[src/rtl/divider_seq.sv]
// Sequential restoring divider: one quotient bit per RUN cycle, with
// single-cycle shortcuts for divide-by-zero and signed overflow.
module divider_seq #(
  parameter int SIZE = 32
) (
  input  logic            clk,
  input  logic            reset,
  input  logic            start,
  input  logic [1:0]      op,
  input  logic [SIZE-1:0] X,
  input  logic [SIZE-1:0] Y,
  output logic [SIZE-1:0] S,
  output logic            busy,
  output logic            done
);

  localparam int CW = $clog2(SIZE + 1);

  typedef enum logic [1:0] {IDLE, RUN, DONE} state_t;

  state_t          state_q, state_d;
  logic [1:0]      op_q, op_d;
  logic [SIZE-1:0] div_q, div_d;
  logic [SIZE-1:0] rem_q, rem_d;
  logic [SIZE-1:0] quo_q, quo_d;
  logic [CW-1:0]   cnt_q, cnt_d;
  logic            qneg_q, qneg_d;
  logic            rneg_q, rneg_d;
  logic [SIZE-1:0] s_q, s_d;
  logic            busy_q, busy_d;
  logic            done_q, done_d;

  logic            signed_op, x_neg, y_neg, no_borrow, res_neg;
  logic [SIZE-1:0] x_mag, y_mag, rem_step, quo_step, res_mag;
  logic [SIZE:0]   shifted;
  logic [SIZE+1:0] trial;

  // op[0] low selects the signed variants (DIV, REM)
  always_comb begin
    signed_op = ~op[0];
    x_neg     = signed_op & X[SIZE-1];
    y_neg     = signed_op & Y[SIZE-1];
    x_mag     = x_neg ? -X : X;
    y_mag     = y_neg ? -Y : Y;

    shifted   = {rem_q, quo_q[SIZE-1]};
    trial     = {1'b0, shifted} - {2'b00, div_q};
    no_borrow = ~trial[SIZE+1];
    rem_step  = no_borrow ? trial[SIZE-1:0] : shifted[SIZE-1:0];
    quo_step  = {quo_q[SIZE-2:0], no_borrow};
    res_mag   = op_q[1] ? rem_step : quo_step;
    res_neg   = ~op_q[0] & (op_q[1] ? rneg_q : qneg_q);

    state_d = state_q;
    op_d    = op_q;
    div_d   = div_q;
    rem_d   = rem_q;
    quo_d   = quo_q;
    cnt_d   = cnt_q;
    qneg_d  = qneg_q;
    rneg_d  = rneg_q;
    s_d     = s_q;
    busy_d  = 1'b0;
    done_d  = 1'b0;

    case (state_q)
      IDLE: begin
        if (start) begin
          op_d = op;
          if (Y == '0) begin
            s_d     = op[1] ? X : '1;
            state_d = DONE;
            done_d  = 1'b1;
          end else if (signed_op && X == {1'b1, {(SIZE-1){1'b0}}} && Y == '1) begin
            s_d     = op[1] ? '0 : X;
            state_d = DONE;
            done_d  = 1'b1;
          end else begin
            rem_d   = '0;
            quo_d   = x_mag;
            div_d   = y_mag;
            qneg_d  = x_neg ^ y_neg;
            rneg_d  = x_neg;
            cnt_d   = CW'(SIZE);
            state_d = RUN;
            busy_d  = 1'b1;
          end
        end
      end
      RUN: begin
        rem_d  = rem_step;
        quo_d  = quo_step;
        cnt_d  = cnt_q - CW'(1);
        busy_d = 1'b1;
        if (cnt_q == CW'(1)) begin
          s_d     = res_neg ? -res_mag : res_mag;
          state_d = DONE;
          busy_d  = 1'b0;
          done_d  = 1'b1;
        end
      end
      DONE:    state_d = IDLE;
      default: state_d = IDLE;
    endcase
  end

  always_ff @(posedge clk or posedge reset) begin
    if (reset) begin
      state_q <= IDLE;
      op_q    <= '0;
      div_q   <= '0;
      rem_q   <= '0;
      quo_q   <= '0;
      cnt_q   <= '0;
      qneg_q  <= 1'b0;
      rneg_q  <= 1'b0;
      s_q     <= '0;
      busy_q  <= 1'b0;
      done_q  <= 1'b0;
    end else begin
      state_q <= state_d;
      op_q    <= op_d;
      div_q   <= div_d;
      rem_q   <= rem_d;
      quo_q   <= quo_d;
      cnt_q   <= cnt_d;
      qneg_q  <= qneg_d;
      rneg_q  <= rneg_d;
      s_q     <= s_d;
      busy_q  <= busy_d;
      done_q  <= done_d;
    end
  end

  assign S    = s_q;
  assign busy = busy_q;
  assign done = done_q;

endmodule

[config.mk]
export PLATFORM = sky130hd
export DESIGN_NAME = divider_seq
export DESIGN_NICKNAME = d
export VERILOG_FILES = /design/src/rtl/divider_seq.sv
export SDC_FILE = /design/constraint.sdc
export NUM_CORES = 1
export LEC_CHECK = 0
export CELL_PAD_IN_SITES_DETAIL_PLACEMENT = 0
export CELL_PAD_IN_SITES_GLOBAL_PLACEMENT = 2
export CORE_AREA = 4 4 183 185
export CTS_BUF_LIST = sky130_fd_sc_hd__clkbuf_16
export DETAILED_ROUTE_END_ITERATION = 12
export DIE_AREA = 0 0 187 189
export HOLD_SLACK_MARGIN = 0.02
export PLACE_DENSITY_LB_ADDON = 0.05
export SYNTH_ARGS = -nofsm -noshare
export SYNTH_HDL_FRONTEND = slang
export SYNTH_SLANG_ARGS = --single-unit
[constraint.sdc]
create_clock -name clk -period 5.5 [get_ports clk]
set_input_delay 0.825 -clock clk [delete_from_list [all_inputs] [get_ports clk]]
set_output_delay 0.825 -clock clk [all_outputs]
set_load 0.005 [all_outputs]
cell_density.png
Scale: 1.5 px per um. The die is cut into 19 by 19 equal tiles; black is low, pale yellow is high, 0 to 100% covered.
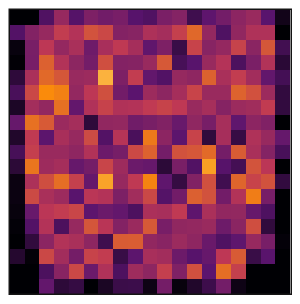
fullest tile = 83%
nearly empty tiles = 6.9%
tiles over 75% full = 0.80%
mean over tiles = 36%

detail.png
Window x 81 to 106, y 82 to 107 um. Cells in grey, sequential cells in the stronger grey; small squares are vias.
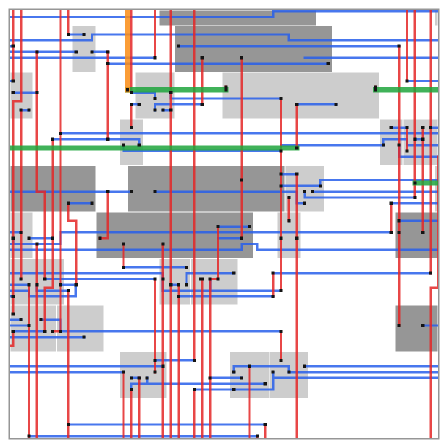
green -> metal 3
orange -> metal 4
blue -> metal 1
red -> metal 2
sequential cells in the window = 4
netlist names of flops here include = rem_q (4)
most frequent = nand2_1 (4), dfrtp_1 (4), o22ai_1 (3)
cells with their middle in the window = 22

clocks.png
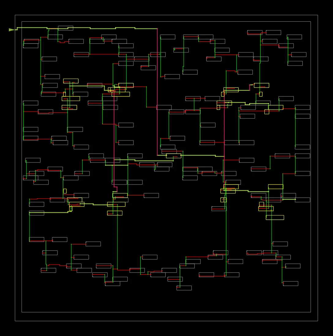
Clock buffer cells: 17
Clock Power: 1.24 mW

==> impl_metrics.env <==
# source this file to load flow results
export IMPL_ys_sh_xor=0.0859
export IMPL_grt_max_degree=87
export IMPL_die_y_um=189
export IMPL_crit_chain="ha_1 -> a21oi_1 -> o21ai_2 -> a21oi_1 -> o21ai_2 -> nor2_2 -> o41a_1 -> nor4_4 -> and3_1 -> and3_1 -> a21oi_1 -> xor2_1 -> a221o_1"
export IMPL_dpl_instance_area_um2=12500
export IMPL_clockRootBuffer="clkbuf_16"
export IMPL_fp_nets=1522
export IMPL_seq_area_frac=0.271
export IMPL_max_freq_mhz=219
export IMPL_common_cells="nand2_1 (205), o21ai_0 (155), dfrtp_1 (142), a21oi_1 (131), nor2_1 (105)"
export IMPL_grt_met3_usage=0.0230
export IMPL_yosysCellCount=1414
export IMPL_status="finished clean"
export IMPL_grt_most_used_layer="met2"
export IMPL_cts_sinks=142
export IMPL_ys_sh_adder=0.0504
export IMPL_ys_ff=142
export IMPL_cts_htree_levels=4
export IMPL_yosys_stat_chipArea_um2=11000
export IMPL_numPlacedInstances=1870
export IMPL_final_common_cell="nand2_1"
export IMPL_yosysUniqueCellTypes=83
export IMPL_first_iter_violations=603
export IMPL_cp_start_kind="flop"
export IMPL_drv_slew=0
clk_routes.png
Scale: 3 px per um.
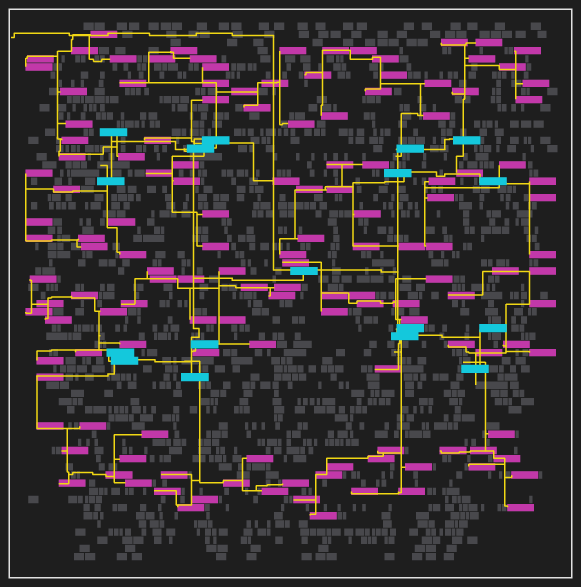
yellow -> clock wires  # length 2530 um
cyan -> clock drivers  # count 17
magenta -> flip-flops  # count 142
routed clock nets = 18
flops lie = widely spread
Worst Skew: 10.4 ps
clock group share of total power: 0.138
clk_lat worst skew: 440 ps

placement_by_type.png
Scale: 2 px per um. Fill, decap, tap and diode cells in grey.
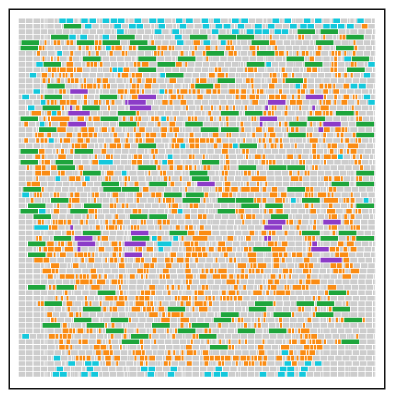
green -> flops  # cells 142, share of their area 28%
orange -> combinational and other logic  # cells 1187, share of their area 57%
purple -> clock drivers and dummy loads  # cells 32, share of their area 4.8%
cyan -> other buffers and delay cells  # cells 133, share of their area 10%
Core Region: 32000 um^2
Row Count: 66

Power and IR drop assume default switching activity.
